### I/O nets highlighted

Scale: 3 px per um.
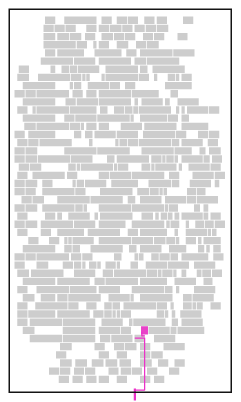
### Routed metal, one color a layer

Scale: 4 px per um. Two of the layers only.
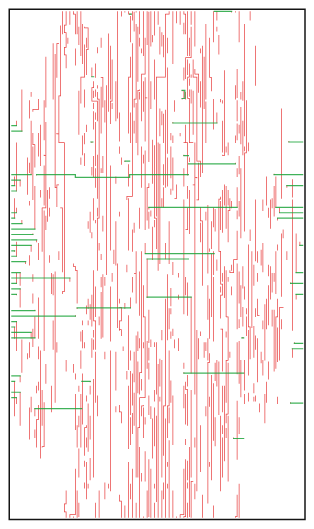
File: config.mk
export PLATFORM = sky130hd
export DESIGN_NAME = nd_2to1_flat
export DESIGN_NICKNAME = d
export VERILOG_FILES = /design/src/rtl/nd_2to1_pkg.sv /design/src/rtl/nd_2to1_if.sv /design/src/rtl/nd_2to1_fifo.sv /design/src/rtl/nd_2to1.sv /design/src/flat_wrapper.sv
export SDC_FILE = /design/constraint.sdc
export NUM_CORES = 1
export LEC_CHECK = 0
export CAP_MARGIN = 15
export CORE_ASPECT_RATIO = 1.75
export CORE_UTILIZATION = 49
export DETAILED_ROUTE_END_ITERATION = 16
export PLACE_DENSITY = 0.79
export SLEW_MARGIN = 20
export SYNTH_ARGS = -nofsm -noshare
export SYNTH_HDL_FRONTEND = slang
export SYNTH_SLANG_ARGS = --single-unit
File: constraint.sdc
create_clock -name i_clk -period 4.2 [get_ports i_clk]
set_clock_uncertainty 0.2 [all_clocks]
set_input_delay 0.42 -clock i_clk [delete_from_list [all_inputs] [get_ports i_clk]]
set_output_delay 0.42 -clock i_clk [all_outputs]
set_load 0.02 [all_outputs]
File: src/rtl/nd_2to1_pkg.sv
// Shared types and constants for the nd_2to1 merge node.
// Latency: n/a (declarations only).
// Backpressure: n/a (declarations only).
package nd_2to1_pkg;

    localparam int NS_ADDRESS_SIZE = 32;
    localparam int NS_DATA_SIZE    = 32;

    // Output side state: idle (may load a new head) or busy (waiting for the sink's ack toggle).
    typedef enum logic {
        OUT_IDLE = 1'b0,
        OUT_BUSY = 1'b1
    } out_state_t;

    // Input selector, also used to remember the last granted input.
    typedef enum logic {
        SEL_RCV0 = 1'b0,
        SEL_RCV1 = 1'b1
    } sel_t;

    // Two-phase handshakes advance by flipping the req/ack level.
    function automatic logic ns_bit_toggle(input logic b);
        return ~b;
    endfunction

endpackage

File: src/rtl/nd_2to1_if.sv
// Two-phase toggle channels of the merge node: two inbound (rcv0, rcv1), one outbound (snd0).
// Latency: n/a (wiring only).
// Backpressure: a message is pending while req != ack; data is held until the ack level matches.
interface nd_2to1_if #(
    parameter int DSZ = nd_2to1_pkg::NS_DATA_SIZE
);
    logic           rcv0_req;
    logic           rcv0_ack;
    logic [DSZ-1:0] rcv0_dat;
    logic           rcv1_req;
    logic           rcv1_ack;
    logic [DSZ-1:0] rcv1_dat;
    logic           snd0_req;
    logic           snd0_ack;
    logic [DSZ-1:0] snd0_dat;

    // The merge node itself.
    modport slave (
        input  rcv0_req, rcv0_dat, rcv1_req, rcv1_dat, snd0_ack,
        output rcv0_ack, rcv1_ack, snd0_req, snd0_dat
    );

    // The surrounding peers: both sources and the sink.
    modport master (
        output rcv0_req, rcv0_dat, rcv1_req, rcv1_dat, snd0_ack,
        input  rcv0_ack, rcv1_ack, snd0_req, snd0_dat
    );
endinterface

File: src/rtl/nd_2to1_fifo.sv
// Single-clock FIFO of 2**FIFO_LG2 entries between the arbiter and the output state machine.
// Latency: a pushed word is visible at the head on the next cycle.
// Backpressure: push is ignored while full (registered pointers), pop is ignored while empty.
module nd_2to1_fifo #(
    parameter int DSZ      = 32,
    parameter int FIFO_LG2 = 1
) (
    input  logic           i_clk,
    input  logic           reset,
    input  logic           push,
    input  logic [DSZ-1:0] push_dat,
    input  logic           pop,
    output logic [DSZ-1:0] pop_dat,
    output logic           full,
    output logic           empty
);
    localparam int PW    = FIFO_LG2 + 1;
    localparam int IW    = (FIFO_LG2 > 0) ? FIFO_LG2 : 1;
    localparam int DEPTH = 1 << FIFO_LG2;
    // Pointer XOR pattern meaning "MSBs differ, index bits equal".
    localparam logic [PW-1:0] FULL_XOR = PW'(DEPTH);

    logic [PW-1:0]  wr_ptr;
    logic [PW-1:0]  rd_ptr;
    logic [DSZ-1:0] mem [0:(1 << IW)-1];
    logic [IW-1:0]  wr_idx;
    logic [IW-1:0]  rd_idx;
    logic           do_push;
    logic           do_pop;

    assign wr_idx  = wr_ptr[IW-1:0];
    assign rd_idx  = rd_ptr[IW-1:0];
    assign full    = ((wr_ptr ^ rd_ptr) == FULL_XOR);
    assign empty   = (wr_ptr == rd_ptr);
    assign do_push = push && !full;
    assign do_pop  = pop && !empty;
    assign pop_dat = mem[rd_idx];

    // Storage is not reset: the pointers alone decide what is valid.
    always_ff @(posedge i_clk) begin
        if (do_push) begin
            mem[wr_idx] <= push_dat;
        end
    end

    // Pointers wrap naturally; a reset discards everything buffered.
    always_ff @(posedge i_clk) begin
        if (reset) begin
            wr_ptr <= '0;
            rd_ptr <= '0;
        end else begin
            if (do_push) begin
                wr_ptr <= wr_ptr + PW'(1);
            end
            if (do_pop) begin
                rd_ptr <= rd_ptr + PW'(1);
            end
        end
    end
endmodule

File: src/rtl/nd_2to1.sv
// Merge node: joins rcv0/rcv1 toggle channels into snd0 with fair round-robin and a small FIFO.
// Latency: req edge sampled at edge n is acked at n+2; output loads one cycle after the FIFO write.
// Backpressure: inputs are not acked while the FIFO is full; snd0 holds data until its ack toggles.
module nd_2to1
    import nd_2to1_pkg::*;
#(
    parameter int ASZ      = NS_ADDRESS_SIZE,
    parameter int DSZ      = NS_DATA_SIZE,
    parameter int FIFO_LG2 = 1
) (
    input  logic       i_clk,
    input  logic       reset,
    output logic       ready,
    nd_2to1_if.slave   ch
);
    // The address width only exists so this node drops in wherever its siblings do.
    if (ASZ < 1) begin : g_no_addr
    end

    logic [1:0]     req0_sync;
    logic [1:0]     req1_sync;
    logic [1:0]     ack_sync;
    logic [1:0]     ready_sr;
    logic           s_req0;
    logic           s_req1;
    logic           s_ack;
    logic           pend0;
    logic           pend1;
    logic           take;
    sel_t           take_sel;
    sel_t           rr_last;
    logic [DSZ-1:0] take_dat;
    logic           fifo_full;
    logic           fifo_empty;
    logic           fifo_pop;
    logic [DSZ-1:0] fifo_head;
    out_state_t     out_state;

    assign s_req0 = req0_sync[1];
    assign s_req1 = req1_sync[1];
    assign s_ack  = ack_sync[1];
    assign ready  = ready_sr[1];

    // Two-flop synchronisers for every level that comes from another clock domain.
    always_ff @(posedge i_clk) begin
        if (reset) begin
            req0_sync <= '0;
            req1_sync <= '0;
            ack_sync  <= '0;
        end else begin
            req0_sync <= {req0_sync[0], ch.rcv0_req};
            req1_sync <= {req1_sync[0], ch.rcv1_req};
            ack_sync  <= {ack_sync[0], ch.snd0_ack};
        end
    end

    // Ready rises once both synchroniser stages hold post-reset samples.
    always_ff @(posedge i_clk) begin
        if (reset) begin
            ready_sr <= '0;
        end else begin
            ready_sr <= {ready_sr[0], 1'b1};
        end
    end

    assign pend0 = s_req0 ^ ch.rcv0_ack;
    assign pend1 = s_req1 ^ ch.rcv1_ack;

    // Grant at most one input per cycle; on contention the one not served last wins.
    always_comb begin
        take     = 1'b0;
        take_sel = SEL_RCV0;
        if (ready && !fifo_full) begin
            if (pend0 && pend1) begin
                take     = 1'b1;
                take_sel = (rr_last == SEL_RCV0) ? SEL_RCV1 : SEL_RCV0;
            end else if (pend0) begin
                take     = 1'b1;
                take_sel = SEL_RCV0;
            end else if (pend1) begin
                take     = 1'b1;
                take_sel = SEL_RCV1;
            end
        end
    end

    assign take_dat = (take_sel == SEL_RCV1) ? ch.rcv1_dat : ch.rcv0_dat;

    // Acknowledge the granted input in the same edge its data is written into the FIFO.
    always_ff @(posedge i_clk) begin
        if (reset) begin
            ch.rcv0_ack <= 1'b0;
            ch.rcv1_ack <= 1'b0;
            rr_last     <= SEL_RCV1;
        end else if (take) begin
            rr_last <= take_sel;
            if (take_sel == SEL_RCV1) begin
                ch.rcv1_ack <= ns_bit_toggle(ch.rcv1_ack);
            end else begin
                ch.rcv0_ack <= ns_bit_toggle(ch.rcv0_ack);
            end
        end
    end

    assign fifo_pop = (out_state == OUT_IDLE) && !fifo_empty;

    nd_2to1_fifo #(
        .DSZ      (DSZ),
        .FIFO_LG2 (FIFO_LG2)
    ) u_fifo (
        .i_clk    (i_clk),
        .reset    (reset),
        .push     (take),
        .push_dat (take_dat),
        .pop      (fifo_pop),
        .pop_dat  (fifo_head),
        .full     (fifo_full),
        .empty    (fifo_empty)
    );

    // Output FSM: present the head and toggle req, then wait for the matching ack level.
    // The ack is only observed in BUSY, so a new head always waits one extra cycle in IDLE.
    always_ff @(posedge i_clk) begin
        if (reset) begin
            out_state   <= OUT_IDLE;
            ch.snd0_req <= 1'b0;
            ch.snd0_dat <= '0;
        end else begin
            case (out_state)
                OUT_IDLE: begin
                    if (!fifo_empty) begin
                        ch.snd0_dat <= fifo_head;
                        ch.snd0_req <= ns_bit_toggle(ch.snd0_req);
                        out_state   <= OUT_BUSY;
                    end
                end
                OUT_BUSY: begin
                    if (s_ack == ch.snd0_req) begin
                        out_state <= OUT_IDLE;
                    end
                end
                default: out_state <= OUT_IDLE;
            endcase
        end
    end
endmodule

File: src/flat_wrapper.sv
// flat-port wrapper written by rule: the top's interface ports become plain ports
module nd_2to1_flat import nd_2to1_pkg::*;
#(
    parameter int ASZ      = NS_ADDRESS_SIZE,
    parameter int DSZ      = NS_DATA_SIZE,
    parameter int FIFO_LG2 = 1
)
  (i_clk, reset, ready, ch_rcv0_req, ch_rcv0_dat, ch_rcv1_req, ch_rcv1_dat, ch_snd0_ack, ch_rcv0_ack, ch_rcv1_ack, ch_snd0_req, ch_snd0_dat);
  nd_2to1_if #(.DSZ(DSZ)) ch_i ();
  input  logic i_clk;
  input  logic reset;
  output logic ready;
  input wire logic [$bits(ch_i.rcv0_req)-1:0] ch_rcv0_req;
  input wire logic [$bits(ch_i.rcv0_dat)-1:0] ch_rcv0_dat;
  input wire logic [$bits(ch_i.rcv1_req)-1:0] ch_rcv1_req;
  input wire logic [$bits(ch_i.rcv1_dat)-1:0] ch_rcv1_dat;
  input wire logic [$bits(ch_i.snd0_ack)-1:0] ch_snd0_ack;
  output wire logic [$bits(ch_i.rcv0_ack)-1:0] ch_rcv0_ack;
  output wire logic [$bits(ch_i.rcv1_ack)-1:0] ch_rcv1_ack;
  output wire logic [$bits(ch_i.snd0_req)-1:0] ch_snd0_req;
  output wire logic [$bits(ch_i.snd0_dat)-1:0] ch_snd0_dat;
  assign ch_i.rcv0_req = ch_rcv0_req;
  assign ch_i.rcv0_dat = ch_rcv0_dat;
  assign ch_i.rcv1_req = ch_rcv1_req;
  assign ch_i.rcv1_dat = ch_rcv1_dat;
  assign ch_i.snd0_ack = ch_snd0_ack;
  assign ch_rcv0_ack = ch_i.rcv0_ack;
  assign ch_rcv1_ack = ch_i.rcv1_ack;
  assign ch_snd0_req = ch_i.snd0_req;
  assign ch_snd0_dat = ch_i.snd0_dat;
  nd_2to1 #(.ASZ(ASZ), .DSZ(DSZ), .FIFO_LG2(FIFO_LG2)) u_core (.i_clk(i_clk), .reset(reset), .ready(ready), .ch(ch_i));
endmodule
==> deck_impl_summary.md <==
Implementation Results

Outcome
  • Status: complete, no violations

Placed design
  • Placer Congestion: 0.806
  • Placed cell areas: 0.00550 mm2
  • Placed cells: 514
  • DPL Wire Length: 5490 um
  • Pre-CTS WS: 1.44 ns

Final timing
  • PnR worst setup slack: 1.49 ns
  • TNS Setup: 0 ns
  • Worst hold margin: 0.237 ns
  • RSZ-0062 raised after global routing: no
  • Final Cycle Share: 64.6%
  • Final Hold Viols: 0
  • Slew Viols, Final: 0
  • Slew headroom: 35.6%
  • Final Critical Period: 2.71 ns
  • Max Clock Freq: 369 MHz
  • Worst Max-Slew Pin Slew: 0.963 ns

Flow run
  • Log Warnings: 26
  • Max Cap Violations: 0

Power and ir drop
  • Sw Share: 28.8%
  • PD cells: 596 mW/mm2
  • Leak: 0.00206 uW
  • Pwr Total: 3590 uW
  • Flop pwr share: 38.7%
  • Max rail drop VDD: 0.401 mV
  • Net load switching power: 1030 uW
  • Internal power: 2550 uW

Hold path
  • Min-delay worst type: reg2reg
  • Hold EP: u_core.ack_sync[1]
  • Worst hold stages: 1
  • Hold Path Origin: u_core.ack_sync[0]

Clocking
  • H-Tree Depth: 4
  • Hold buffer count at CTS: 0
  • CTS resizes: 0
  • CTS tree: yes
  • Root Buffer: clkbuf_16
  • Clk_lat worst skew: 0.41 ns
  • Clk pin slew, worst setup/hold paths: 0.05 ns
  • Post-CTS setup buffer count: 0
  • CTS max path bufs: 2

Finish
  • Logic area: 0.00138 mm2
  • Most frequent logic cell in the layout: clkdlybuf4s50_1
  • Top reg by flops: u_core.u_fifo.mem
  • Seq area share: 48.2%
  • Layout Cell Area excl Fill: 0.00603 mm2
  • FILL cells: 632
  • Nets: 485
  • Sequential cell count: 113
  • Number of inserted diodes: 0
  • Most frequent cells in the layout: 103 x clkdlybuf4s50_1, 64 x edfxtp_1, 48 x dfxtp_1
  • Non-clk bufs: 107
  • Synthesis-to-finish area growth: 37.3%
  • Logic Gate Count: 174
  • Final clock-cell share: 8.70%
  • Data buffer area share: 17.6%
  • Inverters: 3
  • Flop area: 0.00290 mm2
  • # clk buffers: 24
  • Share of cells above drive strength 1: 16.3%

Routing
  • DR DRC count: 0
  • M1 WL: 3130 um
  • Via/cell ratio: 5.11
  • Drt initial violations: 90
  • Post-DRT Antenna Nets: 0
  • Drt first pass iters: 4

Global route
  • Met2 usage: 36.3%
  • First-pass GRT wire length: 13,400 um
  • Initial antenna violation count: 0
  • GR Util met3: 6.70%
  • Global Route met1 Usage: 19.6%
  • GRT busiest layer: met2

Die
  • Core box area: 0.00867 mm2
  • Initial Util: 50.6%
  • Rows: 45
  • Die X: 73.5 um
  • Tapcells: 117
  • Die ar.: 0.00935 mm2

Synth
  • Post-Syn Nets: 379
  • Async SR Flop Fraction: 0%
  • Seq share, synth: 66.2%
  • Top-area cell share: 43.8%
  • Main flop type: edfxtp_1
  • Mapped Cells: 310
  • Synth flops: 113
  • Syn Area/Cell: 14.2 um2
  • Post-Syn Area: 0.00439 mm2
  • Cell type with the largest total area: edfxtp_1

Worst setup path
  • Critical Path Start Type: flip-flop
  • Setup crit end kind: flip-flop
  • CP Class: reg2reg
  • Slack of the worst reg-to-reg path: 1.49 ns
  • CP endpoint: u_core.ch.snd0_dat[28]
  • Arrival @ worst endpoint: 2.81 ns
  • Crit path launch: u_core.u_fifo.rd_ptr[0]
  • Critical Path RT: 4.30 ns
## Picture notes: 'I/O nets highlighted'
magenta -> `ch_snd0_ack`  # bits 1, direction input, edge south, end cells 1, buffers 1, wire 26.2 um
port bufs: 104
Top Ports: 105

## Picture notes: 'Routed metal, one color a layer'
green -> met3  # wire length 331 um
red -> met2  # wire length 4,800 um
Post-Route WL: 8470 um
GRT Total Usage: 20.1%
DR WL/cell: 15.5 um
DR vias: 2,789

==> worst max-delay path, cell delays in order (launching register included) <==
cell	delay, ns
dfxtp_2	0.35
buf_4	0.51
xnor2_1	0.21
a21oi_4	0.48
buf_4	0.50
nor2_1	0.08
a211oi_1	0.25
==> logic make-up after synthesis <==
kind of cell / count (synthesis) / synth area share, %
flip-flops: 113 / 66.2
XOR/XNOR: 10 / 2.17
AND/OR/NAND/NOR: 55 / 5.73
buffers and inverters: 23 / 2.97
multiplexers: 65 / 15.8
AND-OR/OR-AND: 44 / 7.21
==> power groups by stage <==
stage	Clock (uW)	Sequential, uW	Combinational (uW)
3_5_place_dp	0	1410	945
6_report	1260	1390	939
2_1_floorplan	0	1500	500
5_1_grt	1330	1410	1040
4_1_cts	1270	1390	947
3_3_place_gp	0	1410	911
Power is estimated from default activity; no workload was simulated.
